[src/rtl/conv_accumulator_if.sv]
// Valid/ready handshake bundle between the multiplier array, the accumulator and the output writer.
interface conv_accumulator_if #(
  parameter int unsigned DATA_WIDTH  = 16,
  parameter int unsigned KERNEL_SIZE = 5
);
  localparam int unsigned N = KERNEL_SIZE * KERNEL_SIZE;

  logic                    in_valid;
  logic                    in_ready;
  logic [N*DATA_WIDTH-1:0] in_products;
  logic [DATA_WIDTH-1:0]   in_bias;
  logic                    out_valid;
  logic                    out_ready;
  logic [DATA_WIDTH-1:0]   out_data;
  logic                    out_sat;

  modport master (
    output in_valid, in_products, in_bias, out_ready,
    input  in_ready, out_valid, out_data, out_sat
  );

  modport slave (
    input  in_valid, in_products, in_bias, out_ready,
    output in_ready, out_valid, out_data, out_sat
  );
endinterface

[src/rtl/conv_accumulator.sv]
// Pipelined adder tree: sums a KERNEL_SIZE^2 product vector, adds the window bias and
// saturates back to DATA_WIDTH. One register per tree level plus input and output stages.
module conv_accumulator #(
  parameter int unsigned DATA_WIDTH  = 16,
  parameter int unsigned FRAC_BIT    = 8,
  parameter int unsigned KERNEL_SIZE = 5
) (
  input  logic                clk,
  input  logic                rst_n,
  conv_accumulator_if.slave   bus
);
  localparam int unsigned N      = KERNEL_SIZE * KERNEL_SIZE;
  localparam int unsigned LEVELS = $clog2(N);
  localparam int unsigned ACC_W  = DATA_WIDTH + LEVELS + 1;
  localparam int unsigned NP     = 2 * N;
  localparam int unsigned STAGES = LEVELS + 1;

  typedef logic signed [ACC_W-1:0] acc_t;

  localparam acc_t SAT_MAX = acc_t'((64'sd1 <<< (DATA_WIDTH - 1)) - 64'sd1);
  localparam acc_t SAT_MIN = acc_t'(-(64'sd1 <<< (DATA_WIDTH - 1)));

  // Terms are in a common Q format, so FRAC_BIT only constrains legal parameter sets.
  if (N < 2 || FRAC_BIT >= DATA_WIDTH) begin : g_bad_param
    $error("conv_accumulator: need KERNEL_SIZE^2 >= 2 and FRAC_BIT < DATA_WIDTH");
  end

  // Number of live elements at tree level k.
  function automatic int level_cnt(input int k);
    return (int'(N) + (1 << k) - 1) >> k;
  endfunction

  logic                  stall;
  acc_t                  tree_d [STAGES][NP];
  acc_t                  tree_q [STAGES][NP];
  logic [STAGES-1:0]     vld_q;
  logic [DATA_WIDTH-1:0] bias_q [STAGES];
  acc_t                  sum_c;
  logic [DATA_WIDTH-1:0] sat_data_c;
  logic                  sat_flag_c;

  assign stall        = bus.out_valid && !bus.out_ready;
  assign bus.in_ready = !stall;

  // Stage 0 sign-extends the products; stage s pairs (2j, 2j+1) of stage s-1, odd tail passes through.
  always_comb begin : tree_next
    for (int s = 0; s < int'(STAGES); s++) begin
      for (int j = 0; j < int'(NP); j++) begin
        tree_d[s][j] = '0;
      end
    end
    for (int i = 0; i < int'(N); i++) begin
      tree_d[0][i] = acc_t'($signed(bus.in_products[i*DATA_WIDTH +: DATA_WIDTH]));
    end
    for (int s = 1; s < int'(STAGES); s++) begin
      for (int j = 0; j < int'(N); j++) begin
        if (2*j + 1 < level_cnt(s - 1)) begin
          tree_d[s][j] = tree_q[s-1][2*j] + tree_q[s-1][2*j+1];
        end else if (2*j < level_cnt(s - 1)) begin
          tree_d[s][j] = tree_q[s-1][2*j];
        end
      end
    end
  end

  // Bias add and clip to the DATA_WIDTH signed range.
  always_comb begin : saturate
    sum_c      = tree_q[STAGES-1][0] + acc_t'($signed(bias_q[STAGES-1]));
    sat_flag_c = 1'b0;
    sat_data_c = DATA_WIDTH'(sum_c);
    if (sum_c > SAT_MAX) begin
      sat_data_c = {1'b0, {(DATA_WIDTH-1){1'b1}}};
      sat_flag_c = 1'b1;
    end else if (sum_c < SAT_MIN) begin
      sat_data_c = {1'b1, {(DATA_WIDTH-1){1'b0}}};
      sat_flag_c = 1'b1;
    end
  end

  // Whole pipeline, bubbles included, freezes while the output is stalled.
  always_ff @(posedge clk or negedge rst_n) begin : pipe_regs
    if (!rst_n) begin
      for (int s = 0; s < int'(STAGES); s++) begin
        for (int j = 0; j < int'(NP); j++) begin
          tree_q[s][j] <= '0;
        end
        bias_q[s] <= '0;
      end
      vld_q         <= '0;
      bus.out_valid <= 1'b0;
      bus.out_data  <= '0;
      bus.out_sat   <= 1'b0;
    end else if (!stall) begin
      for (int s = 0; s < int'(STAGES); s++) begin
        for (int j = 0; j < int'(NP); j++) begin
          tree_q[s][j] <= tree_d[s][j];
        end
      end
      bias_q[0] <= bus.in_bias;
      for (int s = 1; s < int'(STAGES); s++) begin
        bias_q[s] <= bias_q[s-1];
      end
      vld_q         <= {vld_q[STAGES-2:0], bus.in_valid};
      bus.out_valid <= vld_q[STAGES-1];
      bus.out_data  <= sat_data_c;
      bus.out_sat   <= sat_flag_c;
    end
  end
endmodule

[src/flat_wrapper.sv]
// flat-port wrapper written by rule: the top's interface ports become plain ports
module conv_accumulator_flat 
#(
  parameter int unsigned DATA_WIDTH  = 16,
  parameter int unsigned FRAC_BIT    = 8,
  parameter int unsigned KERNEL_SIZE = 5
)
  (clk, rst_n, bus_in_valid, bus_in_products, bus_in_bias, bus_out_ready, bus_in_ready, bus_out_valid, bus_out_data, bus_out_sat);
  conv_accumulator_if #(.DATA_WIDTH(DATA_WIDTH), .KERNEL_SIZE(KERNEL_SIZE)) bus_i ();
  input  logic clk;
  input  logic rst_n;
  input wire logic [$bits(bus_i.in_valid)-1:0] bus_in_valid;
  input wire logic [$bits(bus_i.in_products)-1:0] bus_in_products;
  input wire logic [$bits(bus_i.in_bias)-1:0] bus_in_bias;
  input wire logic [$bits(bus_i.out_ready)-1:0] bus_out_ready;
  output wire logic [$bits(bus_i.in_ready)-1:0] bus_in_ready;
  output wire logic [$bits(bus_i.out_valid)-1:0] bus_out_valid;
  output wire logic [$bits(bus_i.out_data)-1:0] bus_out_data;
  output wire logic [$bits(bus_i.out_sat)-1:0] bus_out_sat;
  assign bus_i.in_valid = bus_in_valid;
  assign bus_i.in_products = bus_in_products;
  assign bus_i.in_bias = bus_in_bias;
  assign bus_i.out_ready = bus_out_ready;
  assign bus_in_ready = bus_i.in_ready;
  assign bus_out_valid = bus_i.out_valid;
  assign bus_out_data = bus_i.out_data;
  assign bus_out_sat = bus_i.out_sat;
  conv_accumulator #(.DATA_WIDTH(DATA_WIDTH), .FRAC_BIT(FRAC_BIT), .KERNEL_SIZE(KERNEL_SIZE)) u_core (.clk(clk), .rst_n(rst_n), .bus(bus_i));
endmodule
[config.mk]
export PLATFORM = sky130hd
export DESIGN_NAME = conv_accumulator_flat
export DESIGN_NICKNAME = d
export VERILOG_FILES = /design/src/rtl/conv_accumulator_if.sv /design/src/rtl/conv_accumulator.sv /design/src/flat_wrapper.sv
export SDC_FILE = /design/constraint.sdc
export NUM_CORES = 2
export LEC_CHECK = 0
export ABC_CLOCK_PERIOD_IN_PS = 2800
export CORE_ASPECT_RATIO = 1.5
export CORE_MARGIN = 2
export CORE_UTILIZATION = 45
export CTS_BUF_LIST = sky130_fd_sc_hd__clkbuf_8
export DETAILED_ROUTE_END_ITERATION = 10
export GPL_ROUTABILITY_DRIVEN = 0
export GPL_TIMING_DRIVEN = 0
export HOLD_SLACK_MARGIN = 0.02
export PLACE_DENSITY = 0.7
export SLEW_MARGIN = 20
export SYNTH_ARGS = -nofsm -noshare
export SYNTH_HDL_FRONTEND = slang
export SYNTH_SLANG_ARGS = --single-unit
[constraint.sdc]
create_clock -name clk -period 2.8 [get_ports clk]
set_input_delay 0.28 -clock clk [delete_from_list [all_inputs] [get_ports clk]]
set_output_delay 0.28 -clock clk [all_outputs]
set_load 0.02 [all_outputs]
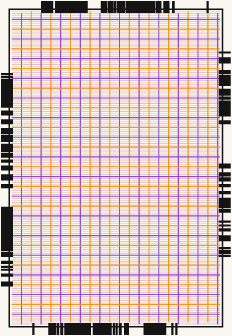
Fig. 1. PDN straps and rails.
Pins as bars on the die edge.
- orange: VDD
- purple: VSS
- met1 rails: 160
- signal pins: 439
- rows: 159
- met5 straps: 31

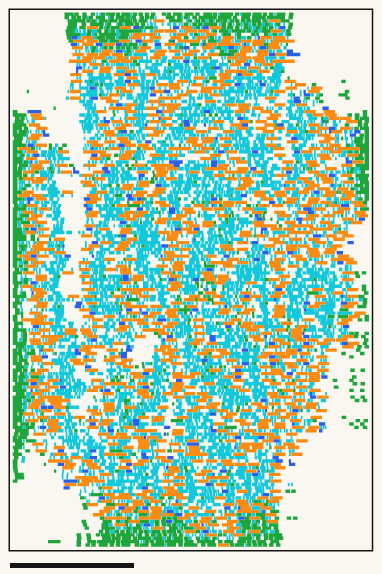
Fig. 2. Placed cells, one color a class.
The bar under the picture is 100 um long.
- orange: flip-flops (cells 1036; share of their area 36%)
- blue: clock drivers and dummy loads (cells 290; share of their area 4.7%)
- cyan: all other logic (cells 5233; share of their area 44%)
- green: other buffers and delay cells (cells 1205; share of their area 15%)

==> results.tsv <==
metric	value	unit
run_status	finished with violations	
violations	hold timing, setup timing	
crit_buf_inv	1	
synth_area_per_cell	8.662	sq um
yosysWarnings	0	
core-area	0.1247	sq mm
endpoint	u_core.bus.out_data[5]	
switchingPower	44.02	mW
insertion_delay	930	ps
final_cells	9384	
rows	159	
synth-simple-area-share	21.75	%
reg2reg_setup_slack	-310	ps
fillCellCount	10750	
grtUsageMet2	47.52	%
crit_slowest_cell	dfrtp_1	
die_area	0.1280	sq mm
crit_arrival	3910	ps
fin_skew	41.19	ps
cap_violations	0	
warnings	54	
critical_path_class	flop to flop	
ys_sh_xor	4.962	%
p_total	97.42	mW
m1WireLength	70.81	mm
async_flop_share	100.0	%
largest_register_ffs	868	
crit_start	u_core.tree_q[1083]	
ys_cells	6500	
hold_class	input pin to asynchronous set/reset pin	
powerClk	13.3	mW
seq_power_share	27.2	%
via_per_inst	5.360	
synth_cell_types	69	
ys_area	0.05631	sq mm
drc	0	
tritoncts	built	
dr_wl_met3	8.234	mm
setup_viol	20	
cp.required	3600	ps
top_power_group	combinational logic	
grt_pass1_wl	274.6	mm
worstMarginPinSlew	1069	ps
yosysSeqAreaShare	46.04	%
hold_slack	-730.1	ps
place_inst	8556	
fin_ws	-311.4	ps
drv_slew	0	
path_clk_slew	70	ps
nonClockBufferCount	1205	
pwr-share-clk	13.7	%
logic_gates	5046	
synthCells	6500	
final_nets	8524	
finalHoldViolations	235	
cts_sinks	1036	
synth-edff-count	0	
ctsHoldBuffers	416	
p_comb	57.6	mW
grt_max_degree	152	
synth_flops	1036	
dp_hpwl	126.7	mm
fa_ha_area_share	10.69	%
largest-register	u_core.tree_q	
ios	439	
multiInputGateArea	0.03058	sq mm
die_height	437.2	um
overflow	0	
min_period	3111	ps
rsz0062_at_grt	yes	
postLayoutCellArea	0.07329	sq mm
combinationalPowerShare	59.1	%
layout-drive-gt1-share	10.27	%
cts_buffer_depth	3	
placed_area	0.06300	sq mm
clkCellAreaFrac	4.550	%
grt_pass1_vias	51410	
ff_latch_area	0.02593	sq mm
die_x	292.8	um
mux_share	0.2600	%
dr.first_iter.drc_count	2761	
finalCritPeriodShare	111.1	%
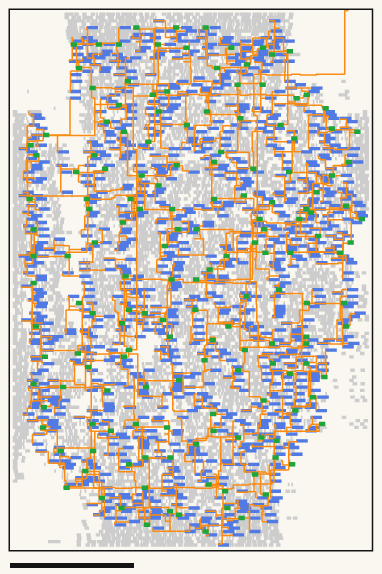
Fig. 3. Clock wires, drivers and flops.
The bar under the picture is 100 um long.
- blue: flip-flops (count 1036)
- green: cells driving clock nets (count 162)
- orange: clock wires (length 14600 um)
- flops lie: all over the die

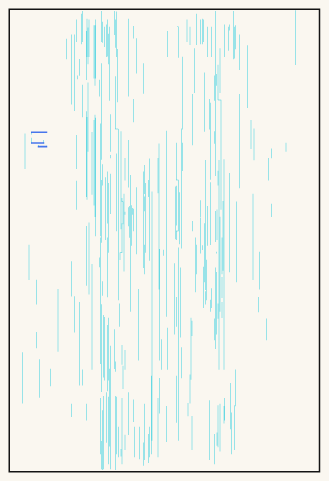
Fig. 4. Metal layers overlaid.
Two of the layers only.
- cyan: met4 (wire length 11400 um)
- blue: met5 (wire length 32.2 um)
Vias: 50300
gr usage total: 27.43%
Detailed Route WL: 178.8 mm
routed len/inst: 19.05 um

Power and IR drop assume default switching activity.
